Fig. 1: run 1, signal wires on met1
Scale: 6 px per µm. Supply wires on this layer in grey. Cells faint in the background.
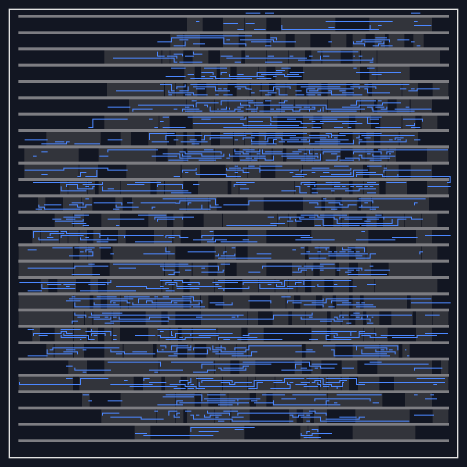
Fig. 2: run 1, met2 routing
Scale: 6 px per µm.
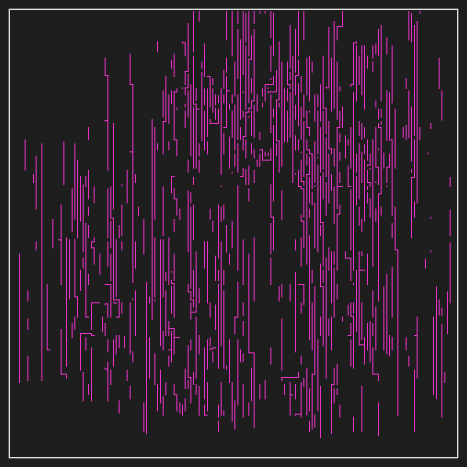
Fig. 3: run 1, M3 wires
Scale: 8 px per µm. Cells faint in the background.
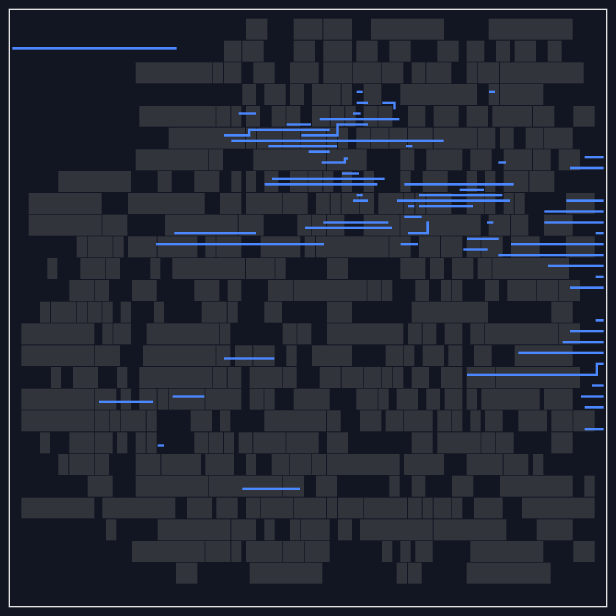
==> config.mk <==
export PLATFORM = sky130hd
export DESIGN_NAME = timer_ctrl
export DESIGN_NICKNAME = d
export VERILOG_FILES = /design/src/rtl/timer_pkg.sv /design/src/rtl/timer_ctrl_tick_gen.sv /design/src/rtl/timer_ctrl.sv
export SDC_FILE = /design/constraint.sdc
export NUM_CORES = 1
export LEC_CHECK = 0
export ABC_AREA = 0
export CORE_UTILIZATION = 50
export DETAILED_ROUTE_END_ITERATION = 10
export GPL_ROUTABILITY_DRIVEN = 0
export PLACE_DENSITY = 0.77
export SETUP_SLACK_MARGIN = 0.02
export SLEW_MARGIN = 40
export SYNTH_ARGS = -nofsm -noshare
export SYNTH_HDL_FRONTEND = slang
export SYNTH_SLANG_ARGS = --single-unit
==> constraint.sdc <==
create_clock -name clk -period 2.25 [get_ports clk]
set_input_delay 0.3375 -clock clk [delete_from_list [all_inputs] [get_ports clk]]
set_output_delay 0.3375 -clock clk [all_outputs]
set_load 0.1 [all_outputs]
==> results.txt, run 1 <==
Power per cell area: 1200 nW/µm²
Root Driver: clkbuf_8
EDFF count, synth: 0
First-pass GRT wire length: 10200 µm
Die W: 74.5 µm
IO Port Bufs: 36
Clock slew at reported path FFs: 0.08 ns
Critical path data required time: 2.42 ns
Total leakage power: 1.34 nW
Final WS setup: 0.0607 ns
Ys cells: 302
Setup TNS: 0 ns
Min Tclk post-route: 2.19 ns
Hpwl dp: 4750 µm
Distinct lib cells: 56
Router iterations before antenna repair: 4
Seq. cell area: 1050 µm²
CTS buffer count: 5
Final period utilization: 97.3%
Log Warnings: 31
Pre-Place Util: 51.8%
WS Path Type: reg -> reg
Via-per-instance ratio: 5.79
Die height: 74.5 µm
Area leader share: 39.0%
Clk latency late pin: 0.29 ns
Htree depth: 2
Wire per inst: 15.1 µm
Post-synth seq share: 39.0%
Worst-margin pin slew: 0.560 ns
Num ports: 37
Worst setup SP type: register
Fin nets: 379
Min-delay worst type: in -> async
Total GRT Usage: 24.2%
Max Freq: 457 MHz
Fillers: 434
Flop-to-flop setup slack: 0.06 ns
CP endpoint kind: register
Diodes inserted: 0
Placed cell count: 415
Synth area leader: dfrtp_1
Detailed-route DRC error count: 0
Clk sink count: 41
Core area: 5070 µm²
Row cnt: 26
Ys flop type: dfrtp_1
Final Hold Vio Count: 0
Largest fanout on the critical path: 7
Yosys chip area: 2630 µm²
CTS tree: done
Post-synth ARST share: 100%
Top cells by area: dfrtp_1, nor2_1, a21oi_1
Yosys Warn Count: 0
Largest register FFs: 25
Area taken by multi-input logic gates: 1580 µm²
Unrepaired setup endpoints after global routing: true
Max-slew violation count: 0
Outcome: finished clean
Initial antenna violation count: 0
Initial DRC count: 192
Area grow syn2layout: 27.3%
Post-synth regs: 41
Largest net degree at the start of global routing: 26
Setup Skew: 0.0122 ns
Clock tree buffer depth: 2
Setup violators final: 0
Overflow after GRT: 0
Syn Area/Cell: 8.70 µm²
Final Non-Filler Cells: 424
Critical path data arrival time: 2.36 ns
Max cap viols: 0
Max VDD drop: 785 µV
Vias in the first global route: 2210
## Picture notes: Fig. 1
longest straight run: 28.1 µm
main direction: horizontal
wire length on this layer: 2890 µm
met1 Use GR: 33.3%
vias: 2456

## Picture notes: Fig. 2
nets with wire on the layer: 316
wire length on this layer: 3020 µm
longest straight run: 39.4 µm
share of all routed wire: 47%
main direction: vertical
drt total wl: 6410 µm
GR Util met2: 38.9%

## Picture notes: Fig. 3
nets with wire on the layer: 51
wire length on this layer: 374 µm
longest straight run: 26.2 µm
main direction: horizontal
share of all routed wire: 5.8%
met3 Resource Use GR: 3.52%

## run 1: stage by stage
step | area, µm² | util, % | power, mW
after CTS | 3320 | 65.3 | 3.98
after global routing | 3350 | 65.9 | 4.21
after global placement | 3220 | 63.5 | 3.48
after detailed placement | 3220 | 63.5 | 3.50
after floorplan | 2730 | - | 2.94
final | 3350 | 65.9 | 4.01
## run 1: synth_stat cells (4+ instances only)
cell type / count
dfrtp_1: 41
nor2_1: 38
a21oi_1: 24
nand2_1: 23
inv_1: 21
nand3_1: 15
nor3_1: 10
o21ai_0: 9
ha_1: 8
xnor2_1: 8
xor2_1: 8
nand4_1: 6
nor4_1: 6
o22ai_1: 5
buf_2: 4
nor2b_1: 4
## run 1: kinds of logic after synthesis
| logic type | Yosys count | synth area share, % |
|---|---|---|
| compound gates | 76 | 19.6 |
| xor+xnor | 16 | 5.33 |
| fa+ha+maj | 8 | 3.81 |
| buf+inv | 29 | 4.62 |
| flops | 41 | 39.0 |
| mux | 2 | 0.952 |
| simple gates | 130 | 26.7 |
## run 1: routing by layer
metal / global-route usage, % / part of all wire (%)
met1: 33.3 / 45
met2: 38.9 / 47
met3: 3.52 / 5.8
met4: 8.39 / 1.9
met5: 0 / 0
## run 1: layout by cell type, fill, tap and decap left out, types with 3 or more instances in the layout
cell	count
a21oi_1	21
clkdlybuf4s50_1	16
buf_4	33
nor2_1	35
nand2_1	23
o22ai_1	5
xnor2_1	8
nand4_1	6
a211oi_1	3
a21o_1	3
o21ai_1	3
nor4_1	5
and4_1	3
a21oi_2	3
inv_1	18
nor2_2	3
nor4_2	3
xor2_1	8
dfrtp_2	8
dfrtp_1	29
or3_4	3
ha_1	4
dfrtp_4	4
o21bai_1	3
nor2b_1	3
and2_1	3
clkbuf_8	5
o21ai_0	9
nor3_1	8
nor3_2	3
nand3_1	15
## run 1: layout make-up
type,instances,area share [%]
Timing Repair Buffer,52,13.5
Clock inverter,3,0.524
Clock buffer,5,2.06
Sequential cell,41,31.4
Tap cell,70,2.62
Multi-Input combinational cell,232,47.3
Inverter,21,2.51
## run 1: power by group
| part | internal (mW) | switching [mW] |
|---|---|---|
| sequential | 0.884 | 0.199 |
| combinational | 0.727 | 1.74 |
| clock | 0.214 | 0.254 |
| total | 1.83 | 2.19 |
## run 1: worst max-delay path, cell delays in order (launching register included)
cell and delay (ns):
dfrtp_4 0.53, inv_4 0.09, ha_2 0.23, xnor2_1 0.15, nand3_1 0.15, a2111oi_4 0.38, a21oi_2 0.18, a21o_1 0.23
o2bb2ai_1 0.13
## run 1: repair_timing
action | 4_1_cts | 5_1_grt
pin swaps | 1 | 2
resized | 0 | 8
hold buffers | 0 | 0
buffers inserted | 1 | 0
endpoints found under the setup margin | 1 | 12
==> run 2: changes to the inputs <==
--- a/config.mk
+++ b/config.mk
@@ -5,8 +5,8 @@
 export SDC_FILE = /design/constraint.sdc
 export NUM_CORES = 1
 export LEC_CHECK = 0
-export ABC_AREA = 0
-export CORE_UTILIZATION = 50
+export ABC_AREA = 1
+export CORE_UTILIZATION = 51
 export DETAILED_ROUTE_END_ITERATION = 10
 export GPL_ROUTABILITY_DRIVEN = 0
 export PLACE_DENSITY = 0.77
==> results.txt, run 2 <==
Min-delay worst type: in -> async
Clock slew at reported path FFs: 0.08 ns (about the same)
Largest net degree at the start of global routing: 22 (-15%)
Seq. cell area: 1030 µm² (-1.7%)
Worst-margin pin slew: 0.497 ns (-0.0621 ns)
Distinct lib cells: 38 (-32%)
Area taken by multi-input logic gates: 1650 µm² (+4.1%)
Area grow syn2layout: 20.3%
Worst setup SP type: register
Max cap viols: 0 (unchanged)
Setup violators final: 0 (unchanged)
IO Port Bufs: 36 (unchanged)
Root Driver: clkbuf_8
Cell Area, Synth: 2910 µm²
Hpwl dp: 5980 µm (+26%)
Final period utilization: 89.6% (-7.7 points)
Total leakage power: 1.59 nW (+18%)
Max-slew violation count: 0 (unchanged)
Power per cell area: 1260 nW/µm² (+4.6%)
Flop-to-flop setup slack: 0.23 ns (+0.17 ns)
Min Tclk post-route: 2.02 ns (-0.172 ns)
Vias in the first global route: 2684 (+21%)
Post-synth regs: 41 (unchanged)
Setup TNS: 0 ns (unchanged)
Die W: 77.5 µm (+4.0%)
Critical path data arrival time: 2.23 ns (-0.13 ns)
Commonest cells in the synthesized netlist: nand2_1, inv_1, nor2_1
Fillers: 491 (+13%)
Overflow after GRT: 0 (unchanged)
Fin nets: 488 (+29%)
First-pass GRT wire length: 12200 µm (+19%)
Via-per-instance ratio: 5.46 (-5.7%)
Max VDD drop: 835 µV (+6.4%)
Yosys chip area: 2910 µm² (+11%)
Largest fanout on the critical path: 9 (+2)
WS Path Type: reg -> reg
Die height: 77.5 µm (+4.0%)
Most frequent cell after synthesis: nand2_1
Log Warnings: 30 (-3.2%)
Initial DRC count: 209 (+8.9%)
Placed cell count: 527 (+27%)
Post-synth seq share: 35.3% (-3.7 points)
Yosys Warn Count: 0 (unchanged)
Core area: 5510 µm² (+8.5%)
Pre-Place Util: 52.8% (+1.0 points)
Ys cells: 414 (+37%)
CP endpoint kind: register
Post-detailed-route count of antenna-violating nets: 0
Clock tree buffer depth: 2 (unchanged)
Area leader share: 35.3% (-3.7 points)
Diodes inserted: 0 (unchanged)
Wire per inst: 13.8 µm (-8.6%)
Worst reg2reg path depth: 12
Synth area leader: dfrtp_1
Final Non-Filler Cells: 535 (+26%)
CTS tree: done
Setup Skew: 0.0112 ns (-0.00101 ns)
Largest register FFs: 25 (unchanged)
Clk sink count: 41 (unchanged)
Final Hold Vio Count: 0 (unchanged)
Die Size: 6000 µm²
EDFF count, synth: 0 (unchanged)
Max Freq: 496 MHz (+8.5%)
CTS buffer count: 5 (unchanged)
Critical path data required time: 2.46 ns (+0.04 ns)
Post-synth ARST share: 100% (unchanged)
Total GRT Usage: 25.6% (+1.4 points)
Row cnt: 27 (+3.8%)
Ys flop type: dfrtp_1
Post-synthesis cell count: 414
Detailed-route DRC error count: 0 (unchanged)
Initial antenna violation count: 0 (unchanged)
Num ports: 37 (unchanged)
Top cell excl fill/tap: nand2_1
Top cells by area: dfrtp_1, nand2_1, inv_1
Router iterations before antenna repair: 5 (+1)
Outcome: finished clean
Htree depth: 2 (unchanged)
Share of layout cells above drive strength 1: 16.2%
Clk latency late pin: 0.29 ns (about the same)
Syn Area/Cell: 7.02 µm² (-19%)
Most frequent cells in the layout: nand2_1, inv_1, nor2_1
Unrepaired setup endpoints after global routing: false
Net Count, Synth: 440
Relative slew margins: 66.8%
==> run 2: kinds of logic after synthesis <==
group	Yosys count	synth area share (%)
and+or+nand+nor	229	36.2
AOI/OAI and AO/OA	65	13.4
buffers and inverters	62	8.91
DFF	41	35.3
xor gates and xnor gates	9	2.71
adders and majority gates	8	3.44
==> run 2: report_power, final <==
part	internal (mW)	switching, mW	leakage (nW)
Sequential	0.858	0.163	0.552
Clock	0.362	0.252	0.0585
Combinational	0.751	2.01	0.982
Total	1.97	2.42	1.59
==> run 2: timing repair <==
action                                  4_1_cts  5_1_grt
endpoints found under the setup margin        0        6
gates resized                                 0        3
hold buffers                                  0        0
buffers inserted                              0        0
==> run 2: per-stage QoR <==
step / utilization, % / hold slack, ns / total power [mW] / instance area, µm² / setup WS [ns]
finish: 63.5 / 0.00114 / 4.39 / 3500 / 0.233
global route: 63.5 / 0.0362 / 4.65 / 3500 / 0.0391
CTS: 63.3 / 0.0165 / 4.38 / 3480 / 0.0900
detailed placement: 61.2 / 0.330 / 3.75 / 3370 / 0.0479
global placement: 61.2 / 0.329 / 3.72 / 3370 / 0.146
floorplan: - / 0.0419 / 3.17 / 2930 / 0.0424
==> run 2: per-layer routing <==
metal	global-route usage, %	share of wire [%]	vias to the layer above
met1	32.4	42	1340
met5	0	0	-
li1	-	-	1456
met2	44.9	50	107
met3	3.18	4.8	19
met4	8.68	2.9	0
==> run 2: cell type report <==
type,count,area share (%)
Tap cell,72,2.58
Timing Repair Buffer,45,11.1
Clock buffer,7,2.47
Sequential cell,41,29.6
Multi-Input combinational cell,311,47.2
Inverter,58,6.30
Clock inverter,1,0.859
==> run 2: worst max-delay path, stage by stage (launching register included) <==
cell,delay [ns]
dfrtp_2,0.43
inv_1,0.06
ha_2,0.37
nand2_1,0.07
nand2_1,0.13
nor2_4,0.06
inv_4,0.09
nand2_1,0.09
inv_1,0.12
nand2_1,0.08
nor2_1,0.18
nand2_1,0.07
a21oi_1,0.17
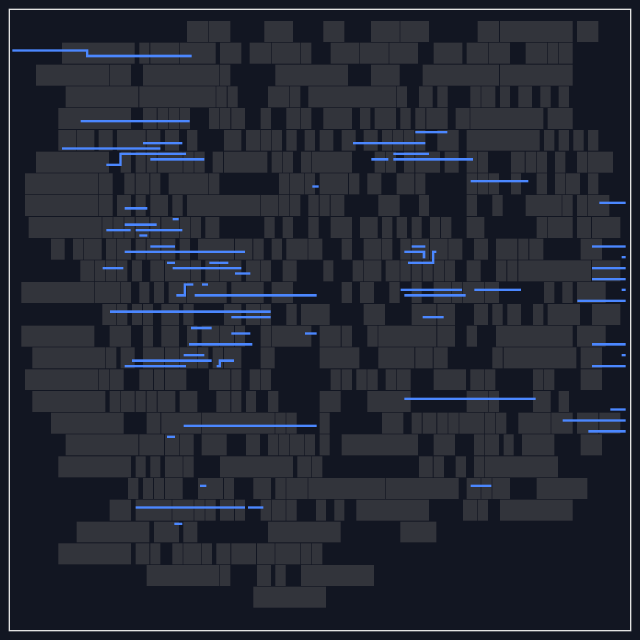
Fig. 4. M3 wires (run 2).
Scale: 8 px per µm. Cells faint in the background.
longest straight run: 19.8 µm
main direction: horizontal
nets with wire on the layer: 56
share of all routed wire: 4.8%
met3 Resource Use GR: 3.18%
drt total wl: 7390 µm
vias: 2922

Power figures rest on the tool's default switching activity, not on a simulated workload.
